File: config.mk
export PLATFORM = sky130hd
export DESIGN_NAME = gpr_wb_arbiter
export DESIGN_NICKNAME = d
export VERILOG_FILES = /design/src/rtl/gpr_pkg.sv /design/src/rtl/rr_arbiter.sv /design/src/rtl/gpr_wb_arbiter.sv
export SDC_FILE = /design/constraint.sdc
export NUM_CORES = 1
export LEC_CHECK = 0
export ABC_AREA = 1
export CAP_MARGIN = 20
export CORE_MARGIN = 2
export CORE_UTILIZATION = 44
export DETAILED_ROUTE_END_ITERATION = 8
export GPL_ROUTABILITY_DRIVEN = 0
export PLACE_DENSITY_LB_ADDON = 0.1
export SYNTH_ARGS = -nofsm -noshare
export SYNTH_HDL_FRONTEND = slang
export SYNTH_HIERARCHICAL = 1
export SYNTH_SLANG_ARGS = --single-unit
export TNS_END_PERCENT = 50
File: constraint.sdc
create_clock -name clk -period 5.51 [get_ports clk]
set_clock_uncertainty 0.1 [all_clocks]
set_input_delay 1.653 -clock clk [delete_from_list [all_inputs] [get_ports clk]]
set_output_delay 1.653 -clock clk [all_outputs]
set_load 0.02 [all_outputs]
File: src/rtl/gpr_pkg.sv
// Shared types and sizing for the GPR write-back path.
// The regfile width and depth are defined here once.
package gpr_pkg;

    localparam int XLEN  = 32;
    localparam int NREGS = 32;
    localparam int AW    = $clog2(NREGS);

    typedef logic [AW-1:0]   gpr_addr_t;
    typedef logic [XLEN-1:0] gpr_data_t;

    typedef struct packed {
        gpr_addr_t addr;
        gpr_data_t data;
    } wb_req_t;

endpackage

File: src/rtl/rr_arbiter.sv
// Combinational round-robin picker.
// It returns the first asserted request, searching from ptr and wrapping around.
module rr_arbiter #(
    parameter int N  = 3,
    localparam int IW = (N > 1) ? $clog2(N) : 1
) (
    input  logic [N-1:0]  req,
    input  logic [IW-1:0] ptr,
    output logic [N-1:0]  grant,
    output logic [IW-1:0] grant_idx
);

    logic found;
    int   idx;

    always_comb begin
        grant     = '0;
        grant_idx = '0;
        found     = 1'b0;
        idx       = 0;
        for (int k = 0; k < N; k++) begin
            idx = int'(ptr) + k;
            if (idx >= N) idx = idx - N;
            if (!found && req[idx]) begin
                found        = 1'b1;
                grant[idx]   = 1'b1;
                grant_idx    = IW'(idx);
            end
        end
    end

endmodule

File: src/rtl/gpr_wb_arbiter.sv
// Round-robin share of the single GPR write port between the write-back sources.
// It registers the winning write, drops writes to x0, and keeps the RAW busy scoreboard.
module gpr_wb_arbiter
    import gpr_pkg::*;
#(
    parameter int NUM_REQ = 3,
    parameter int XLEN    = gpr_pkg::XLEN,
    parameter int NREGS   = gpr_pkg::NREGS,
    localparam int AW     = $clog2(NREGS),
    localparam int PW     = $clog2(NUM_REQ)
) (
    input  logic                      clk,
    input  logic                      rst_n,
    input  logic [NUM_REQ-1:0]        req_valid,
    output logic [NUM_REQ-1:0]        req_ready,
    input  logic [NUM_REQ*AW-1:0]     req_addr,
    input  logic [NUM_REQ*XLEN-1:0]   req_data,
    output logic                      rf_we,
    output logic [AW-1:0]             rf_waddr,
    output logic [XLEN-1:0]           rf_wdata,
    input  logic                      sb_set,
    input  logic [AW-1:0]             sb_set_addr,
    input  logic [AW-1:0]             sb_rs1_addr,
    input  logic [AW-1:0]             sb_rs2_addr,
    output logic                      sb_rs1_busy,
    output logic                      sb_rs2_busy
);

    logic [PW-1:0]      rr_ptr;
    logic [NUM_REQ-1:0] grant;
    logic [PW-1:0]      grant_idx;
    logic               xfer;
    wb_req_t            sel;

    rr_arbiter #(.N(NUM_REQ)) u_rr (
        .req       (req_valid),
        .ptr       (rr_ptr),
        .grant     (grant),
        .grant_idx (grant_idx)
    );

    // Ready is killed during reset so nothing is consumed that the reset would then lose.
    assign req_ready = rst_n ? grant : '0;
    assign xfer      = |req_ready;

    always_comb begin
        sel.addr = req_addr[int'(grant_idx)*AW +: AW];
        sel.data = req_data[int'(grant_idx)*XLEN +: XLEN];
    end

    always_ff @(posedge clk) begin
        if (!rst_n) begin
            rr_ptr   <= '0;
            rf_we    <= 1'b0;
            rf_waddr <= '0;
            rf_wdata <= '0;
        end else begin
            rf_we <= 1'b0;
            if (xfer) begin
                rr_ptr <= (int'(grant_idx) == NUM_REQ-1) ? '0 : grant_idx + PW'(1);
                if (sel.addr != '0) begin
                    rf_we    <= 1'b1;
                    rf_waddr <= sel.addr;
                    rf_wdata <= sel.data;
                end
            end
        end
    end

    // x0 has no busy flop; it is pinned to 0 in the read vector.
    logic [NREGS-1:1] busy, busy_nxt;
    logic [NREGS-1:0] busy_vec;

    always_comb begin
        busy_nxt = busy;
        if (rf_we && rf_waddr != '0) busy_nxt[rf_waddr] = 1'b0;
        // The set is applied after the clear, so a same-edge set wins.
        if (sb_set && sb_set_addr != '0) busy_nxt[sb_set_addr] = 1'b1;
    end

    always_ff @(posedge clk) begin
        if (!rst_n) busy <= '0;
        else        busy <= busy_nxt;
    end

    assign busy_vec    = {busy, 1'b0};
    assign sb_rs1_busy = busy_vec[sb_rs1_addr];
    assign sb_rs2_busy = busy_vec[sb_rs2_addr];

endmodule

Figure 1. Wires at chosen ports, followed through buffers.
Scale: 4 px per µm.
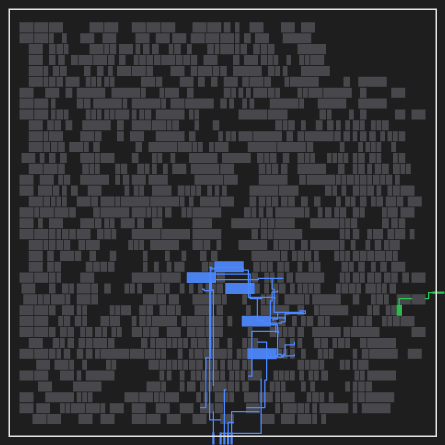
legend:
  rf_waddr:
    color: blue
    direction: output
    edge: bottom
    end_cells: 5
    buffers: 5
    wire: 355 µm
  sb_rs2_busy:
    color: green
    direction: output
    edge: right
    end_cells: 1
    buffers: 1
    wire: 9.00 µm

Figure 2. Cell sizes after repair.
Scale: 4 px per µm.
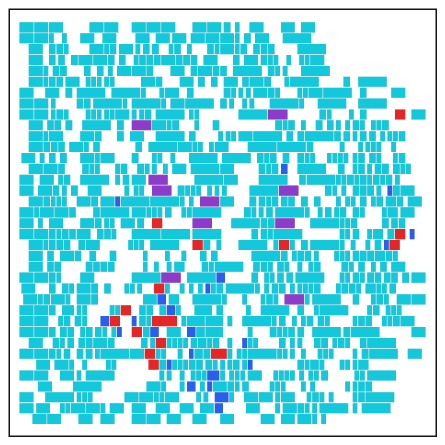
legend:
  _2 cells:
    color: blue
    cells: 23
    share: 2.4%
    most_used: inv_2
  _3 and _4 cells:
    color: red
    cells: 15
    share: 1.6%
    most_used: buf_4
  _6 and larger:
    color: purple
    cells: 10
    share: 1.1%
    most_used: clkbuf_8
  _0 and _1 cells:
    color: cyan
    cells: 892
    share: 95%
    most_used: nand2_1
layout overhead on the synthesized area: 42.51%
non-clock buffer count: 183
post-route design area: 0.006569 mm²
post-route setup slack: 124.2 ps

Figure 3. Placement view.
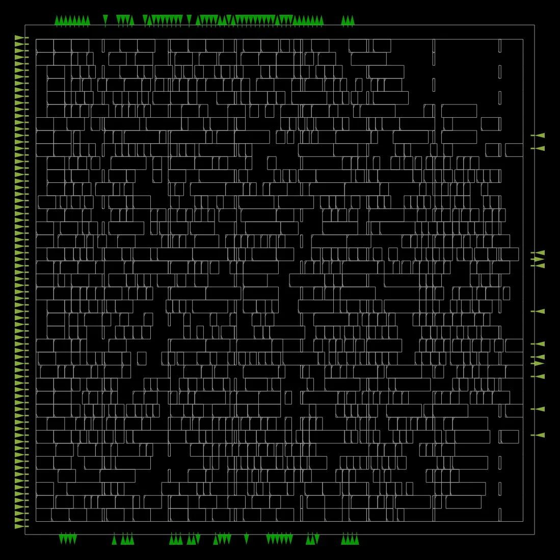
number of fill cells in the layout: 965
fraction of standard cell area that is sequential: 21.64%
standard-cell row count: 37
core area: 0.01023 mm²

Figure 4. Local utilization.
Scale: 4 px per µm. The die is cut into 11 by 11 equal tiles; dark blue is low, red is high, 0 to 100% covered.
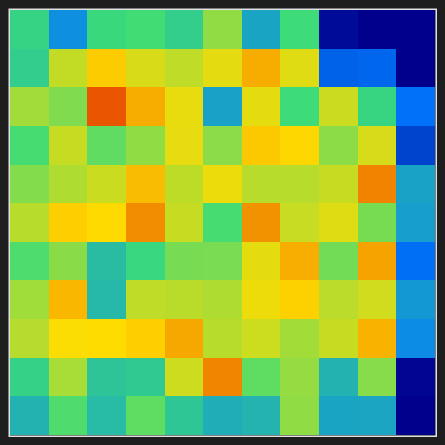
fullest tile: 90%
emptiest ninth of the die: top right
tiles over 75% full: 17%
mean over tiles: 57%
nearly empty tiles: 4.1%
core utilization before placement: 45.05%
Final Util: 64.20%

==> design notes <==
The logs give a warning total of 29. The fraction of synthesized cell area in xor and xnor cells works out to 0%. Sequential cells were found to cover 30.84% of the synthesized design area. A synthesized cell averages 5.910 µm².

Number of antenna diodes: 0. Warnings reported by Yosys during synthesis add up to 6. The signal on the critical path passes through clkdlybuf4s50_1 -> inv_2 -> nand3_1 -> nand3_1 -> a21oi_1 -> nor2_1 -> a21oi_1 -> clkdlybuf4s50_1. The area reported by Yosys stat came out at 0.004609 mm².

For the post-CTS setup buffer count, the log shows 0. With the instance area at placement at 0.006396 mm², the adder-cell share of the synthesized area is 1.086%. In the finished design, the share of the clock period the worst path needs comes to 97.75%.

Per the detail_route report, routed wire per instance is 15.09 µm. The smallest clock period supported by the final layout is computed as 5386 ps. Buffers outside the clock tree occupy 27.54% of the routed design's cell area. The layer flagged by global routing as most heavily used is met2.

The run gives 9 as the number of buffers added by the clock tree synthesis step. The synthesized design spends more area on one cell type than any other, namely dfxtp_1. The die covers 0.01131 mm². The layout report lists the multi-input gate area as 0.002680 mm². The number of stages on the worst hold path is 2, and the well tap count is 136. The pin slew with the least headroom to its limit came out at 999.6 ps. The sink of the worst hold path was rf_wdata[2]. Leaving out fill and tap cells, the most frequent cells in the layout are nand2_1 (197), clkdlybuf4s50_1 (174), nand3_1 (128), nor2_1 (86), a21oi_1 (74). Initial DRC count: 445. Heaviest power group: combinational cells. The completed layout was analyzed and its total power is 3071 µW. Routing resource usage on met2 recorded by global route was 49.18%.

In this run, the synthesized area fraction spent on and/or/nand/nor cells is recorded as 40.99%. The run gives 0 for the max-cap check violation count. Combinational fraction of design power: 64.9%. Hold is met by 370.8 ps.

The logs give 71 for the flip-flop and latch count and 1540 ps for the setup slack on the worst flop-to-flop path. Grouping non-sequential cells by family puts the most area in simple AND/OR/NAND/NOR gates. For the number of cells in the yosys synthesis report, the log shows 780. Sequential cells consume a total of 708 µW.

The met1 layer wirelength in the final routing was 6491 µm. The final layout contains 1072 nets. In this run, power in the clock network comes to 369 µW. In this run the number of cells on the critical path is 8. The power report attributes to the sequential group a share of 23.0%. The synthesized design contains 71 register bits. In the power breakdown, the internal column shows 1506 µW. The first global-routing pass estimated 25640 µm of wire. The clock-pin transition on the worst setup and hold timing paths works out to 70 ps. The number of multi-input combinational cells in the layout came out at 587. The critical path startpoint was sb_rs1_addr[1]. The run gives 0 for the count of endpoints failing setup in the final report.

Per the synth stats, the proportion of register bits with asynchronous set or reset is 0%. Fraction of synthesized area in multiplexers: 0%. STA puts the critical path data arrival time at 3630 ps. The number of non-clock inverters was 84. The most frequent logic cell in the layout is nand2_1. After clock tree synthesis, the flow added hold-fix buffers numbering 0. The count of nets left with antenna violations once routing finished came out at 0. Setup repair after global routing left no endpoint under its margin.

The run finished with clean final reports. The initial antenna violation count was 0. By area the synthesized netlist is led by dfxtp_1 (31%), nand2_1 (16%), nand3_1 (14%), a21oi_1 (8.0%), nor2_1 (7.0%). The number of cells produced by synthesis is 780, and the power per unit of standard cell area is 467.5 mW/mm². On the worst path, the slowest cell contributes a delay of 650 ps. Clock latency on the worst-skew pair: 340 ps. TritonCTS built the clock tree. Checking max transition, the worst relative margin is 33.29%.

Per the detail_route report, vias per standard cell equal 5.380. The run gives 1565 µW as the power spent charging and discharging nets. Based on the critical path, the design can be clocked at up to 185.7 MHz. With the width of the chip at 106.4 µm, the total wire length after detailed routing is 16240 µm. The routed layout reports a DRC error count of 0.

The worst register-to-register path depth is 20. Number of instances resized during post-cts repair: 0. The final timing report lists a max-slew violation count of 0.
Power is estimated from default activity; no workload was simulated.
